File: config.mk
export PLATFORM = sky130hd
export DESIGN_NAME = mdio_peripheral
export DESIGN_NICKNAME = d
export VERILOG_FILES = /design/src/rtl/mdio_peripheral.sv
export SDC_FILE = /design/constraint.sdc
export NUM_CORES = 1
export LEC_CHECK = 0
export ABC_CLOCK_PERIOD_IN_PS = 4300
export CAP_MARGIN = 20
export CORE_MARGIN = 2
export CORE_UTILIZATION = 30
export CTS_CLUSTER_SIZE = 30
export DETAILED_ROUTE_END_ITERATION = 10
export PLACE_DENSITY = 0.5
export SYNTH_ARGS = -nofsm -noshare
export SYNTH_HDL_FRONTEND = slang
export SYNTH_SLANG_ARGS = --single-unit
File: constraint.sdc
create_clock -name clk -period 4.3 [get_ports clk]
set_clock_uncertainty 0.15 [all_clocks]
set_input_delay 0.645 -clock clk [delete_from_list [all_inputs] [get_ports clk]]
set_output_delay 0.645 -clock clk [all_outputs]
set_load 0.01 [all_outputs]
File: src/rtl/mdio_peripheral.sv
// mdio_peripheral: Clause-22 MDIO peripheral, MDC used directly as clk.
// Decodes PRE/ST/OP/PHYAD/REGAD/TA/DATA, raises register strobes and
// serialises read data back to the station controller.
// Build option: define MDIO_PREAMBLE_CHECK_EN to require a full 32-bit
// preamble before ST; by default a single 1 suffices (preamble suppression).
`timescale 1ns/1ps

module mdio_peripheral #(
  parameter logic [4:0] PHY_ADDR = 5'd1
) (
  input  logic        clk,
  input  logic        reset,
  input  logic        mdio_in,
  output logic        mdio_out,
  output logic        mdio_oe,
  output logic [4:0]  addr,
  output logic [15:0] wr_data,
  output logic        wr_stb,
  output logic        rd_stb,
  input  logic [15:0] rd_data,
  output logic        frame_err
);

  localparam int unsigned PRE_W = 6;
  localparam int unsigned CNT_W = 5;
  localparam logic [PRE_W-1:0] PRE_MAX = PRE_W'(32);

  typedef enum logic [2:0] {
    S_IDLE, S_START, S_OP, S_PHYAD, S_REGAD, S_TA, S_WDATA, S_RDATA
  } state_t;

  state_t             r_state;
  logic [PRE_W-1:0]   r_pre_cnt;
  logic [CNT_W-1:0]   r_bit_cnt;
  logic               r_op_hi;
  logic               r_is_read;
  logic               r_match;
  logic [4:0]         r_addr_sr;
  logic [15:0]        r_rd_sr;
  logic               r_mdio_out;
  logic               r_mdio_oe;
  logic [4:0]         r_addr;
  logic [15:0]        r_wr_data;
  logic               r_wr_stb;
  logic               r_rd_stb;
  logic               r_frame_err;
  logic               w_pre_ok;
  logic [4:0]         w_addr_next;

  // Preamble qualification for accepting ST
`ifdef MDIO_PREAMBLE_CHECK_EN
  assign w_pre_ok = (r_pre_cnt == PRE_MAX);
`else
  assign w_pre_ok = (r_pre_cnt != '0);
`endif

  assign w_addr_next = {r_addr_sr[3:0], mdio_in};

  // Frame decoder FSM with registered strobes and serial output
  always_ff @(posedge clk or negedge reset) begin
    if (!reset) begin
      r_state     <= S_IDLE;
      r_pre_cnt   <= '0;
      r_bit_cnt   <= '0;
      r_op_hi     <= 1'b0;
      r_is_read   <= 1'b0;
      r_match     <= 1'b0;
      r_addr_sr   <= '0;
      r_rd_sr     <= '0;
      r_mdio_out  <= 1'b0;
      r_mdio_oe   <= 1'b0;
      r_addr      <= '0;
      r_wr_data   <= '0;
      r_wr_stb    <= 1'b0;
      r_rd_stb    <= 1'b0;
      r_frame_err <= 1'b0;
    end else begin
      r_wr_stb    <= 1'b0;
      r_rd_stb    <= 1'b0;
      r_frame_err <= 1'b0;
      case (r_state)
        S_IDLE: begin
          if (mdio_in) begin
            if (r_pre_cnt != PRE_MAX) r_pre_cnt <= r_pre_cnt + PRE_W'(1);
          end else begin
            r_pre_cnt <= '0;
            if (w_pre_ok) r_state <= S_START;
          end
        end
        S_START: begin
          r_bit_cnt <= '0;
          if (mdio_in) begin
            r_state <= S_OP;
          end else begin
            r_frame_err <= 1'b1;
            r_state     <= S_IDLE;
          end
        end
        S_OP: begin
          if (r_bit_cnt == '0) begin
            r_op_hi   <= mdio_in;
            r_bit_cnt <= CNT_W'(1);
          end else begin
            r_bit_cnt <= '0;
            if (r_op_hi != mdio_in) begin
              r_is_read <= r_op_hi;
              r_state   <= S_PHYAD;
            end else begin
              r_frame_err <= 1'b1;
              r_state     <= S_IDLE;
            end
          end
        end
        S_PHYAD: begin
          r_addr_sr <= w_addr_next;
          if (r_bit_cnt == CNT_W'(4)) begin
            r_match   <= (w_addr_next == PHY_ADDR);
            r_bit_cnt <= '0;
            r_state   <= S_REGAD;
          end else begin
            r_bit_cnt <= r_bit_cnt + CNT_W'(1);
          end
        end
        S_REGAD: begin
          r_addr_sr <= w_addr_next;
          if (r_bit_cnt == CNT_W'(4)) begin
            r_addr    <= w_addr_next;
            r_rd_stb  <= r_match & r_is_read;
            r_bit_cnt <= '0;
            r_state   <= S_TA;
          end else begin
            r_bit_cnt <= r_bit_cnt + CNT_W'(1);
          end
        end
        S_TA: begin
          if (r_bit_cnt == '0) begin
            // Write turnaround must start with a 1
            if (r_match && !r_is_read && !mdio_in) begin
              r_frame_err <= 1'b1;
              r_state     <= S_IDLE;
            end else begin
              r_bit_cnt <= CNT_W'(1);
            end
          end else begin
            r_bit_cnt <= '0;
            if (r_is_read) begin
              r_state <= S_RDATA;
              if (r_match) begin
                r_rd_sr    <= rd_data;
                r_mdio_oe  <= 1'b1;
                r_mdio_out <= 1'b0;
              end
            end else if (r_match && mdio_in) begin
              r_frame_err <= 1'b1;
              r_state     <= S_IDLE;
            end else begin
              r_state <= S_WDATA;
            end
          end
        end
        S_WDATA: begin
          r_wr_data <= {r_wr_data[14:0], mdio_in};
          if (r_bit_cnt == CNT_W'(15)) begin
            r_wr_stb  <= r_match;
            r_bit_cnt <= '0;
            r_state   <= S_IDLE;
          end else begin
            r_bit_cnt <= r_bit_cnt + CNT_W'(1);
          end
        end
        S_RDATA: begin
          if (r_bit_cnt != CNT_W'(16)) begin
            r_bit_cnt <= r_bit_cnt + CNT_W'(1);
            if (r_match) begin
              r_mdio_out <= r_rd_sr[15];
              r_rd_sr    <= {r_rd_sr[14:0], 1'b0};
            end
          end else begin
            // Drive ends here; this edge's sample is already the next preamble
            r_mdio_oe  <= 1'b0;
            r_mdio_out <= 1'b0;
            r_bit_cnt  <= '0;
            r_pre_cnt  <= PRE_W'(mdio_in);
            r_state    <= S_IDLE;
          end
        end
        default: begin
          r_state <= S_IDLE;
        end
      endcase
    end
  end

  assign mdio_out  = r_mdio_out;
  assign mdio_oe   = r_mdio_oe;
  assign addr      = r_addr;
  assign wr_data   = r_wr_data;
  assign wr_stb    = r_wr_stb;
  assign rd_stb    = r_rd_stb;
  assign frame_err = r_frame_err;

endmodule

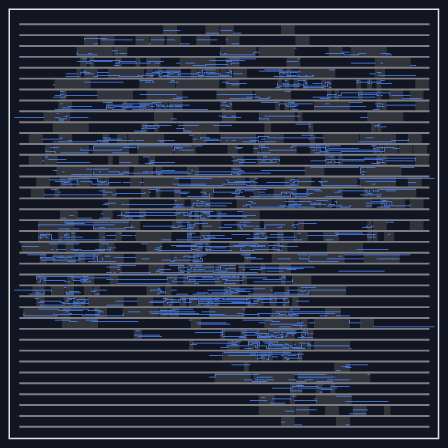
run_1/layer_met1.png
Drawn at 4 px/um. Supply wires on this layer in grey.
longest straight run: 24.4 um
share of all routed wire: 48%
wire length on this layer: 3480 um
DRT Wirelength: 7200 um
grt met1 use: 18.8%
DR vias: 2604

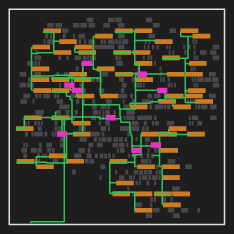
run_1/clk_routes.png
Drawn at 2 px/um.
legend:
  magenta:
    item: clock drivers
    count: 9
  orange:
    item: flip-flops
    count: 63
  green:
    item: clock wires
    length: 883 um
flops lie: all over the die
clock share of power: 23.4%
Clock Power: 0.000511 W
Late-Pin Clk Latency: 340 ps

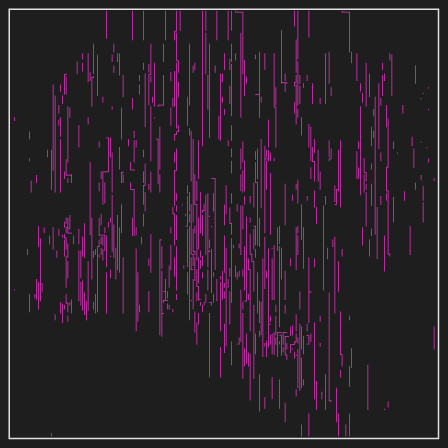
run_1/layer_met2.png
Drawn at 4 px/um.
main direction: vertical
longest straight run: 34.3 um

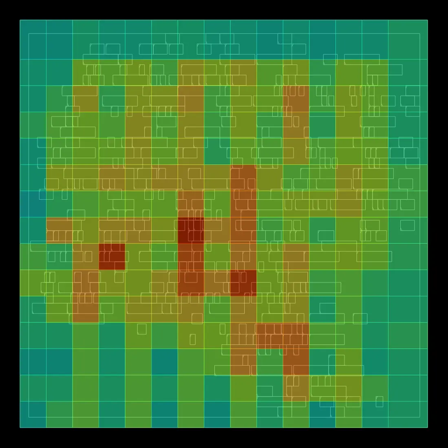
run_1/congestion.png
routed len/inst: 13.8 um
Final Util: 38.1%
GRT Util Overall: 13.4%
met3 Track Usage GR: 2.86%

[run 1: worst max-delay path: cells and delay by family]
family	cells	cell delay [ps]
compound gates	3	1100
buf+inv	1	910
simple gates	1	130
[run 1: power by group]
part	switching (W)	internal, W	total, W
Sequential	0.000189	0.000754	0.000943
Combinational	0.000387	0.000338	0.000726
Clock	0.000243	0.000267	0.000511
[run 1: state kept, by name (all words and copies together) (netlist names)]
name and flops:
r_rd_sr 16, wr_data 16, r_pre_cnt 6, addr 5, r_bit_cnt 5, r_addr_sr 4, r_state 3, frame_err 1
mdio_oe 1, mdio_out 1, r_is_read 1, r_match 1, r_op_hi 1, rd_stb 1, wr_stb 1
==> flow_summary.ini, run 1 <==
; synthesis and place-and-route metrics
[final_timing]
slew_headroom_pct = 51.9
rsz0062_at_grt = false
hold_viol_final = 0
final.setup.tns_ps = 0
max_freq_mhz = 369
finalSetupViolations = 0
worstMarginPinSlew_ps = 721
maxSlewViolCount = 0
hold_ws_ps = 144
setup_ws_ps = 1590

[drt]
wl_met2_um = 3290
drt_iter0_markers = 160
highest_layer = met4
wl_met1_um = 3480
drc = 0
routed_via_density = 5.01
dr.pass1.iters = 4
ant_nets = 0

[floorplan]
fp_util_pct = 30.8
chipWidth_um = 107
num_rows = 37
coreArea_sq_um = 10300
die_area_sq_um = 11400
die_h_um = 107
io_pins = 45
tap_cells = 136

[cells_and_area]
nClkBuffers = 9
fin_nets = 404
stdcell_count = 520
register_area_sq_um = 1580
layout_top_cells = 84 x nand2_1, 63 x dfrtp_1, 43 x clkdlybuf4s50_1
nNonClkInverters = 11
drive_gt1_share_pct = 9.64
area_growth_pct = 23.7
logic_area_sq_um = 1480
largest_cell_class = registers
seq_cells = 63
final-clk-cell-share_pct = 4.97
diodes = 0
signal_buffers = 47
lay_top_count = nand2_1
comb_share_pct = 37.7
buf_share_pct = 11.8
fin_area_sq_um = 3930
seq_area_share_pct = 40.1

[critical_path]
r2r_slack_ps = 1700
cp_slowest_cell = clkdlybuf4s50_1
crit_path_end_kind = register
crit_arrival_ps = 2790
cp_max_fo = 19
ff2ff_path_depth = 5
crit_chain = clkdlybuf4s50_1 -> a311oi_1 -> a21oi_1 -> nor4_1 -> a211o_1
cp.required_ps = 4380
worstSetupStartpointType = input port
path_class = input port to register
regToRegEndpoint = r_state[0]$_DFFE_PN0P_
critPathMaxStageDelay_ps = 910
cp-endpoint = r_pre_cnt[4]$_DFFE_PN0P_
critical_path.startpoint = mdio_in

[synthesis]
top_area_cell = dfrtp_1
fp_nets = 366
yosys-top-cells-count = 84 x nand2_1, 63 x dfrtp_1, 37 x o21ai_0
avgSynthCellArea_sq_um = 9.32
mux_area_share_pct = 7.56
xor_share_pct = 0.276
ys_seq_share_pct = 49.6
synthArstFlopShare_pct = 100
synthDistinctLibCells = 51
adder_share_pct = 2.36
synth-simple-area-share_pct = 20.9
synth-edff-count = 0
synth_cells = 341
synthTopLogicFamily = simple AND/OR/NAND/NOR gates
yosysWarnings = 0
ys_area_sq_um = 3180
flop_cell = dfrtp_1

[power]
irDropWorstVdd_mv = 0.177
powerDensity_nw_per_um2 = 555
p_total_w = 0.00218
leakage_nw = 1.77

[global_routing]
grt_pass1_vias = 2542
grtUsageMet2_pct = 20.4
grt_max_degree = 42
grt_pass1_wl_um = 12300
antenna_found_initial = 0

[place]
placed_cell_area_sq_um = 3720
gp_congestion = 0.800
pre_cts_ws_ps = 1240
post-dp-hpwl_um = 4880

[run]
warnings = 29
drv_cap = 0

[clock_tree]
cts_tree = done
cts_root_buffer = clkbuf_8
clk_path_buf_depth = 2
htree_levels = 3
clkTransAtPathRegs_ps = 80
cts_setup_buffers = 0
clock_sinks = 63
numCtsBuffers = 9
post_cts_resize_count = 0
holdBufCountCts = 0

[worst_hold_path]
worstHoldPathType = input port to asynchronous set/reset pin

[outcome]
status = finished, final reports clean
==> run 1 -> run 2 <==
--- a/config.mk
+++ b/config.mk
@@ -5,7 +5,7 @@
 export SDC_FILE = /design/constraint.sdc
 export NUM_CORES = 1
 export LEC_CHECK = 0
-export ABC_CLOCK_PERIOD_IN_PS = 4300
+export ABC_CLOCK_PERIOD_IN_PS = 2740
 export CAP_MARGIN = 20
 export CORE_MARGIN = 2
 export CORE_UTILIZATION = 30
==> constraint.sdc (replaced) <==
create_clock -name clk -period 2.74 [get_ports clk]
set_clock_uncertainty 0.15 [all_clocks]
set_input_delay 0.411 -clock clk [delete_from_list [all_inputs] [get_ports clk]]
set_output_delay 0.411 -clock clk [all_outputs]
set_load 0.01 [all_outputs]
==> run 2 against run 1 <==
  * Critical path type is now register to register
  * Cell count grew 2.1%
  * Utilization is 1.2 points higher
  * Synthesized area is the same
  * Clock power up 85%
  * Total power grew 68%
==> flow_summary.ini, run 2 <==
; synthesis and place-and-route metrics
[critical_path]
cp.required_ps = 2820
crit_arrival_ps = 2500
ff2ff_path_depth = 7
cp-endpoint = r_state[1]$_DFFE_PN0P_
worstSetupStartpointType = register
crit_path_end_kind = register
regToRegEndpoint = r_state[1]$_DFFE_PN0P_
r2r_slack_ps = 320
critical_path.startpoint = r_bit_cnt[0]$_DFFE_PN0P_

[power]
leakage_nw = 1.84
irDropWorstVdd_mv = 0.330
power_frac_seq_pct = 38.7
maxPowerGroup = sequential cells
switching_share_pct = 36.4
powerDensity_nw_per_um2 = 902
p_switching_w = 0.00133
combPwrFrac_pct = 35.5
p_total_w = 0.00366

[drt]
wl_met2_um = 3330
dr.pass1.iters = 4
highest_layer = met4
wl_met1_um = 3760
routed_via_density = 4.95
wl_per_cell_um = 14.1
drc = 0
drt_iter0_markers = 117
ant_nets = 0

[synthesis]
top_area_cell = dfrtp_1
area_leaders = dfrtp_1 50%, nand2_1 9.9%, o21ai_0 5.8%, mux2i_1 4.7%, ha_1 2.4%
fp_nets = 366
yosys-top-cells-count = 84 x nand2_1, 63 x dfrtp_1, 37 x o21ai_0
yosysCellCount = 341
ys_area_sq_um = 3180
ys_seq_share_pct = 49.6
synth-simple-area-share_pct = 20.9
synth-edff-count = 0
synthDistinctLibCells = 51
flop_cell = dfrtp_1
avgSynthCellArea_sq_um = 9.32
mux_area_share_pct = 7.56
synth_cells = 341
synthTopLogicFamily = simple AND/OR/NAND/NOR gates
adder_share_pct = 2.36
xor_share_pct = 0.276
yosysWarnings = 0
synthArstFlopShare_pct = 100

[global_routing]
grt_max_degree = 64
antenna_found_initial = 0
grt_pass1_vias = 2529
grt_usage_pct = 14.1
use_met3_pct = 2.61
grtUsageMet2_pct = 21.1

[floorplan]
die_area_sq_um = 11400
num_rows = 37
coreArea_sq_um = 10300
die_h_um = 107
chipWidth_um = 107
fp_util_pct = 30.8
io_pins = 45

[final_timing]
fin_crit_sh_pct = 88.4
maxSlewViolCount = 0
final.setup.tns_ps = 0
finalSetupViolations = 0
max_freq_mhz = 413
hold_viol_final = 0
rsz0062_at_grt = false
hold_ws_ps = 86.8
worstMarginPinSlew_ps = 820
setup_ws_ps = 319

[clock_tree]
holdBufCountCts = 0
cts_tree = done
cts_root_buffer = clkbuf_8
post_cts_resize_count = 0
clk_path_buf_depth = 2
numCtsBuffers = 9
clkTransAtPathRegs_ps = 70
cts_setup_buffers = 0
clock_sinks = 63
htree_levels = 3

[cells_and_area]
lay_top_count = nand2_1
stdcell_count = 531
nFillCells = 1037
utilization_pct = 39.3
fin_nets = 415
fin_area_sq_um = 4050
logic_area_sq_um = 1480
register_area_sq_um = 1580
layout_top_cells = 84 x nand2_1, 63 x dfrtp_1, 43 x clkdlybuf4s50_1
area_growth_pct = 27.5
drive_gt1_share_pct = 12.2
diodes = 0

[outcome]
status = finished, final reports clean

[place]
pre_cts_ws_ps = 332
gp_congestion = 0.819
placed_cell_area_sq_um = 3820

[run]
warnings = 29
drv_cap = 0

[worst_hold_path]
worstHoldPathType = input port to asynchronous set/reset pin
run 2: cell counts after synthesis:
No cell type changed its count.
run 2: kinds of logic after synthesis:
group | count (synthesis)
XOR/XNOR | 1
multiplexers | 23
AND/OR/NAND/NOR | 139
AND-OR/OR-AND | 78
flip-flops | 63
buffers and inverters | 31
adder cells (fa/ha/maj) | 6
run 2: layout make-up:
cell class	instances	area share (%)
Clock buffer	10	3.40
Timing Repair Buffer	58	13.6
Clock inverter	6	2.28
Sequential cell	63	38.9
Tap cell	136	4.20
Inverter	11	1.02
Multi-Input combinational cell	247	36.6
run 2: critical path, cell delays in order (launching register included):
cell,delay (ps)
dfrtp_1,420
inv_1,90
ha_1,180
and4bb_2,300
nor2_2,100
nor4_4,530
o211ai_2,190
mux2_1,350
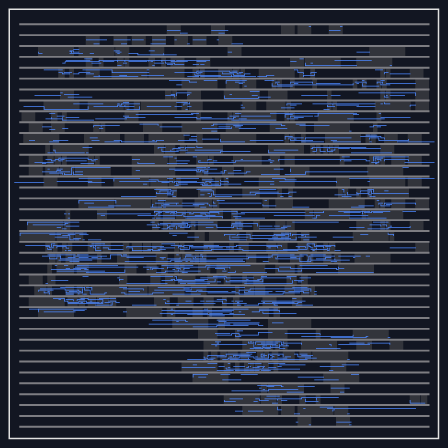
run_2/layer_met1.png
Drawn at 4 px/um. Supply wires on this layer in grey.
nets with wire on the layer: 368
main direction: horizontal
wire length on this layer: 3760 um
DRT Wirelength: 7470 um
grt met1 use: 19.8%

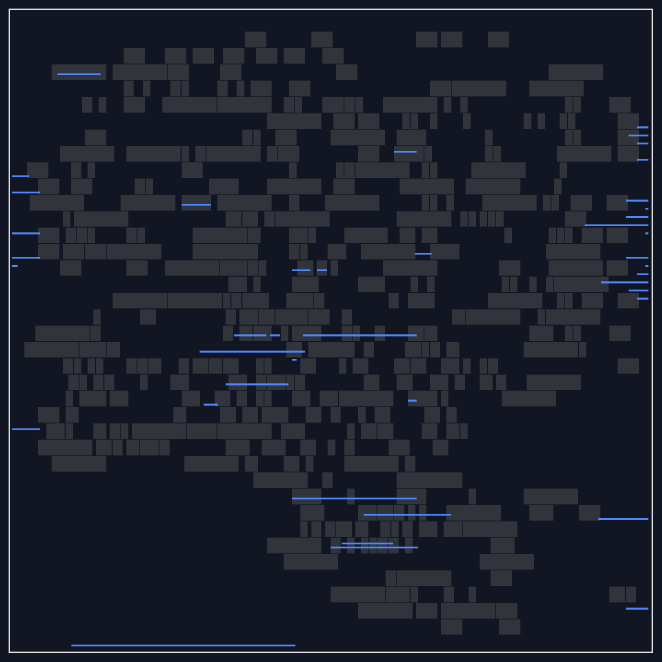
run_2/layer_met3.png
Drawn at 6 px/um.
wire length on this layer: 247 um
longest straight run: 37.0 um
share of all routed wire: 3.3%
main direction: horizontal

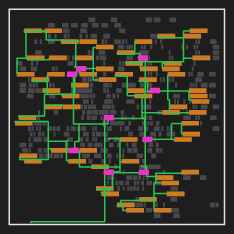
run_2/clk_routes.png
Drawn at 2 px/um.
legend:
  magenta:
    item: clock drivers
    count: 9
  green:
    item: clock wires
    length: 973 um
  orange:
    item: flip-flops
    count: 63
routed clock nets: 10
flops lie: all over the die
clock share of power: 25.9%
Clock Power: 0.000945 W
Late-Pin Clk Latency: 350 ps

Power is estimated from default activity; no workload was simulated.
